==> config.mk <==
export PLATFORM = sky130hd
export DESIGN_NAME = if_fetch
export DESIGN_NICKNAME = d
export VERILOG_FILES = /design/src/rtl/if_fetch_pkg.sv /design/src/rtl/if_bus_master.sv /design/src/rtl/if_fetch.sv
export SDC_FILE = /design/constraint.sdc
export NUM_CORES = 1
export LEC_CHECK = 0
export CORE_ASPECT_RATIO = 2
export CORE_MARGIN = 3
export CORE_UTILIZATION = 55
export DETAILED_ROUTE_END_ITERATION = 12
export HOLD_SLACK_MARGIN = 0.05
export PLACE_DENSITY = 0.86
export SLEW_MARGIN = 20
export SYNTH_ARGS = -nofsm -noshare
export SYNTH_HDL_FRONTEND = slang
export SYNTH_HIERARCHICAL = 1
export SYNTH_SLANG_ARGS = --single-unit
==> constraint.sdc <==
create_clock -name clk -period 6.11 [get_ports clk]
set_clock_uncertainty 0.05 [all_clocks]
set_input_delay 0.611 -clock clk [delete_from_list [all_inputs] [get_ports clk]]
set_output_delay 0.611 -clock clk [all_outputs]
set_load 0.1 [all_outputs]
==> src/rtl/if_fetch_pkg.sv <==
// Shared definitions for the instruction-fetch stage: widths, the NOP word,
// handshake polarity constants and the fetch FSM encoding.
package if_fetch_pkg;

  localparam int WORD_ADDR_W = 30;
  localparam int WORD_DATA_W = 32;

  localparam logic [WORD_DATA_W-1:0] ISA_NOP = 32'h0000_0000;

  localparam logic ENABLE   = 1'b1;
  localparam logic DISABLE  = 1'b0;
  localparam logic ENABLE_  = 1'b0;
  localparam logic DISABLE_ = 1'b1;

  typedef enum logic [1:0] {
    FETCH_IDLE   = 2'd0,
    FETCH_REQ    = 2'd1,
    FETCH_ACCESS = 2'd2
  } fetch_state_e;

  function automatic logic [WORD_ADDR_W-1:0] pc_inc(input logic [WORD_ADDR_W-1:0] pc);
    return pc + 1'b1;
  endfunction

endpackage

==> src/rtl/if_bus_master.sv <==
// Bus-facing half of the fetch stage: request/grant/strobe FSM and the
// latched access address. Bus outputs decode from registered state only.
module if_bus_master
  import if_fetch_pkg::*;
(
  input  logic                   clk,
  input  logic                   reset,
  input  logic [WORD_ADDR_W-1:0] req_pc,
  input  logic                   buf_valid,
  input  logic                   buf_valid_nxt,
  output logic                   bus_req_,
  input  logic                   bus_grant_,
  output logic                   bus_as_,
  output logic [WORD_ADDR_W-1:0] bus_addr,
  input  logic [WORD_DATA_W-1:0] bus_rd_data,
  input  logic                   bus_rdy_,
  output logic                   done,
  output logic                   in_access,
  output logic [WORD_ADDR_W-1:0] acc_addr,
  output logic [WORD_DATA_W-1:0] rd_data
);

  fetch_state_e state, state_nxt;

  always_ff @(posedge clk) begin
    if (reset) begin
      state    <= FETCH_IDLE;
      acc_addr <= '0;
    end else begin
      state <= state_nxt;
      if (state == FETCH_REQ && bus_grant_ == ENABLE_)
        acc_addr <= req_pc;
    end
  end

  always_comb begin
    state_nxt = state;
    case (state)
      FETCH_IDLE:   if (!buf_valid) state_nxt = FETCH_REQ;
      FETCH_REQ:    if (bus_grant_ == ENABLE_) state_nxt = FETCH_ACCESS;
      FETCH_ACCESS: if (bus_rdy_ == ENABLE_)
                      state_nxt = buf_valid_nxt ? FETCH_IDLE : FETCH_REQ;
      default:      state_nxt = FETCH_IDLE;
    endcase
  end

  assign in_access = (state == FETCH_ACCESS);
  assign bus_req_  = (state == FETCH_REQ || in_access) ? ENABLE_ : DISABLE_;
  assign bus_as_   = in_access ? ENABLE_ : DISABLE_;
  assign bus_addr  = in_access ? acc_addr : '0;
  assign done      = in_access && (bus_rdy_ == ENABLE_);
  assign rd_data   = bus_rd_data;

endmodule

==> src/rtl/if_fetch.sv <==
// Instruction-fetch stage: fetch PC, one-entry completed-fetch buffer,
// dead-access tracking and the IF/ID pipeline register.
module if_fetch
  import if_fetch_pkg::*;
#(
  parameter logic [WORD_ADDR_W-1:0] RESET_PC = 30'h0
) (
  input  logic                   clk,
  input  logic                   reset,
  input  logic                   stall,
  input  logic                   flush,
  input  logic [WORD_ADDR_W-1:0] new_pc,
  input  logic                   br_taken,
  input  logic [WORD_ADDR_W-1:0] br_addr,
  output logic                   bus_req_,
  input  logic                   bus_grant_,
  output logic                   bus_as_,
  output logic [WORD_ADDR_W-1:0] bus_addr,
  input  logic [WORD_DATA_W-1:0] bus_rd_data,
  input  logic                   bus_rdy_,
  output logic [WORD_ADDR_W-1:0] if_pc,
  output logic [WORD_DATA_W-1:0] if_insn,
  output logic                   if_en
);

  logic [WORD_ADDR_W-1:0] fetch_pc;
  logic                   buf_valid, buf_valid_nxt;
  logic [WORD_ADDR_W-1:0] buf_pc;
  logic [WORD_DATA_W-1:0] buf_insn;
  logic                   discard;

  logic                   done, in_access, keep, redirect;
  logic [WORD_ADDR_W-1:0] acc_addr, redir_pc, req_pc;
  logic [WORD_DATA_W-1:0] rd_data;

  assign redirect = !stall && (flush || br_taken);
  assign redir_pc = flush ? new_pc : br_addr;
  // A grant landing on the redirect edge must already fetch the target,
  // otherwise a stale access would start with nothing marking it dead.
  assign req_pc   = redirect ? redir_pc : fetch_pc;
  assign keep     = done && !discard && !redirect;

  always_comb begin
    buf_valid_nxt = buf_valid;
    if (redirect || !stall)
      buf_valid_nxt = 1'b0;
    else if (keep)
      buf_valid_nxt = 1'b1;
  end

  if_bus_master u_bus_master (
    .clk           (clk),
    .reset         (reset),
    .req_pc        (req_pc),
    .buf_valid     (buf_valid),
    .buf_valid_nxt (buf_valid_nxt),
    .bus_req_      (bus_req_),
    .bus_grant_    (bus_grant_),
    .bus_as_       (bus_as_),
    .bus_addr      (bus_addr),
    .bus_rd_data   (bus_rd_data),
    .bus_rdy_      (bus_rdy_),
    .done          (done),
    .in_access     (in_access),
    .acc_addr      (acc_addr),
    .rd_data       (rd_data)
  );

  always_ff @(posedge clk) begin
    if (reset) begin
      fetch_pc  <= RESET_PC;
      buf_valid <= 1'b0;
      discard   <= 1'b0;
      if_en     <= DISABLE;
      if_pc     <= '0;
      if_insn   <= ISA_NOP;
    end else begin
      buf_valid <= buf_valid_nxt;

      // Only a kept completion advances the PC; a dead access must not
      // overwrite the redirect target.
      if (redirect)
        fetch_pc <= redir_pc;
      else if (keep)
        fetch_pc <= pc_inc(acc_addr);

      if (done)
        discard <= 1'b0;
      else if (redirect && in_access)
        discard <= 1'b1;

      if (!stall) begin
        if (redirect) begin
          if_en   <= DISABLE;
          if_pc   <= '0;
          if_insn <= ISA_NOP;
        end else if (buf_valid) begin
          if_en   <= ENABLE;
          if_pc   <= buf_pc;
          if_insn <= buf_insn;
        end else if (keep) begin
          if_en   <= ENABLE;
          if_pc   <= acc_addr;
          if_insn <= rd_data;
        end else begin
          if_en   <= DISABLE;
          if_insn <= ISA_NOP;
        end
      end
    end
  end

  always_ff @(posedge clk) begin
    if (stall && keep) begin
      buf_pc   <= acc_addr;
      buf_insn <= rd_data;
    end
  end

endmodule

Fig. 1: signal wires on met1
Cells faint in the background.
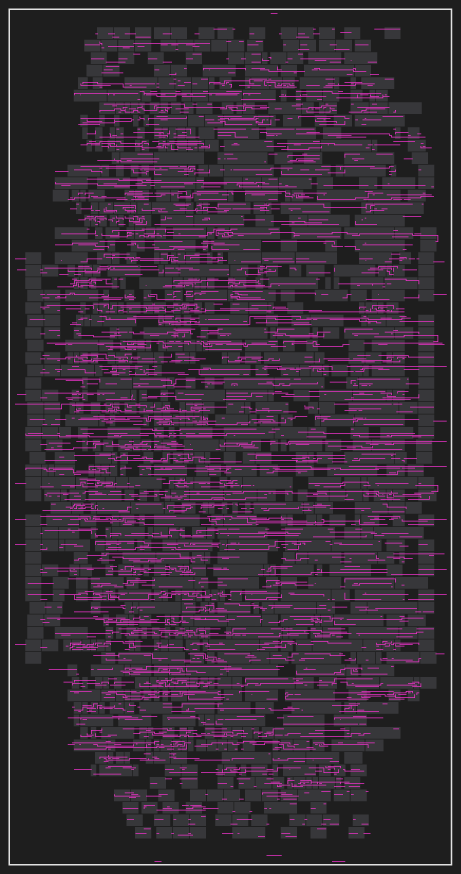
The layer carries 8430 um of wire. 1019 nets have wire on it. The longest straight run is 34.3 um. The layer holds 36% of the routed length. The wires run mostly horizontal.
GR Util met1: 29.64%
total via count in the routed design: 7326
final wirelength: 23370 um

Fig. 2: the metal 2 layer
The bar under the picture is 20 um long.
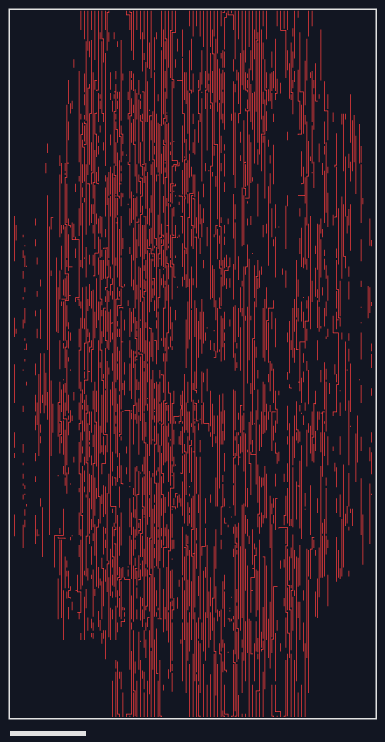
The layer carries 12400 um of wire. The layer holds 53% of the routed length.
met2 track demand over resource: 46.37%

==> Flow_metrics.wiki <==
=== Synthesis and place and route ===
{| class="wikitable"
! Metric !! Value
|-
| Weighted congestion reported at the end of routability-driven placement || 0.8613
|-
| Share of the core filled with cells || 71.22%
|-
| Post-synthesis instance total || 918
|-
| Ys Warns || 6
|-
| R2R depth || 8
|-
| Routed metal-1 wirelength || 8430 um
|-
| Area taken by flip-flops and latches || 4405 um^2
|-
| Initial drt markers || 442
|-
| Registers with the highest flip-flop counts || buf_insn: 32 flops, if_insn: 32 flops
|-
| Via count of the first global-routing pass || 7352
|-
| Data arrival time at the worst-slack endpoint || 2.90 ns
|-
| Total cell area reported by yosys after synthesis || 8902 um^2
|-
| P_sw || 915.9 uW
|-
| Highest metal layer used by the detailed router || met4
|-
| Clock insertion delay at the later pin of the skew report || 0.43 ns
|-
| Post-DP HPWL || 15870 um
|-
| Combinational group power || 578 uW
|-
| Logic cell area || 3975 um^2
|-
| Chip height || 185.9 um
|-
| Fin cells || 1256
|-
| Busiest metal layer after global routing || met2
|-
| Cell resize tally after clock tree synthesis || 0
|-
| Min Clock Period, post-route || 3.562 ns
|-
| Fill cell total of the finished layout || 1158
|-
| Post-synthesis cell type with the largest instance count || sky130_fd_sc_hd__dfxtp_1
|-
| Router iterations before antenna repair || 5
|-
| Hold-fix buffer count after cts || 0
|-
| RSZ-0062 raised after global routing || false
|-
| Startpoint of the worst-slack reg-to-reg timing path || u_bus_master/state[0]
|-
| Predominant post-synthesis flop cell || sky130_fd_sc_hd__dfxtp_1
|-
| Maximum level of the CTS H-tree || 4
|-
| Number of pins exceeding their max-slew limit in the final report || 0
|-
| Number of logic inverters in the finished layout || 10
|-
| Setup Total Neg Slack || 0 ns
|-
| Actual transition at the worst max-transition pin || 1.073 ns
|-
| Clock Sink Count || 189
|-
| Worst Min Path Start || fetch_pc[1]
|-
| Buffers on Ports || 193
|-
| Hold Vio Cnt, Final || 0
|-
| Total internal power || 2238 uW
|-
| Number of flip-flops and latches in the synthesized netlist || 189
|-
| Post-CTS Repair Setup Buffers || 0
|-
| Post-route design area || 11290 um^2
|-
| Total of clock buffers placed in the layout || 19
|-
| Number of logic stages on the critical path including buffering || 4
|-
| Share of total power in the clock network || 35.7%
|-
| Placement Rows || 65
|-
| Max clock buf depth || 2
|-
| Area of the chip || 17840 um^2
|-
| Number of distinct library cell variants in the gate-level netlist after synthesis || 51
|-
| Switching fraction of total power || 29.04%
|-
| Crit Path Class || reg -> out
|-
| Kind of launch point of the worst setup path || flop
|-
| Non-clock buffer share of cell area || 17.95%
|-
| Dominant power group || registers
|-
| Yosys Instances || 918
|-
| Proportion of synthesized flip-flops having asynchronous set or reset || 0%
|-
| Worst Setup End Kind || output pin
|-
| Max Cap Viol || 0
|-
| Via-to-Cell Ratio || 5.833
|-
| Reg-to-reg endpoint || buf_pc[6]
|-
| Reg power frac || 45.9%
|-
| Most frequent cells in the layout || sky130_fd_sc_hd__clkdlybuf4s50_1, sky130_fd_sc_hd__dfxtp_1, sky130_fd_sc_hd__nor2_1, sky130_fd_sc_hd__nand2_1, sky130_fd_sc_hd__a21oi_1
|-
| Final worst-path setup slack || 2.548 ns
|-
| Final tally of setup violations || 0
|-
| Tap Count || 201
|-
| CTS tree || built
|-
| Area-dominant cell class after layout || sequential cells
|-
| Result of the run || complete, no violations
|-
| Post-synth top cells || sky130_fd_sc_hd__dfxtp_1, sky130_fd_sc_hd__nor2_1, sky130_fd_sc_hd__nand2_1
|-
| Drt wl/cell || 18.61 um
|}
Power figures rest on the tool's default switching activity, not on a simulated workload.
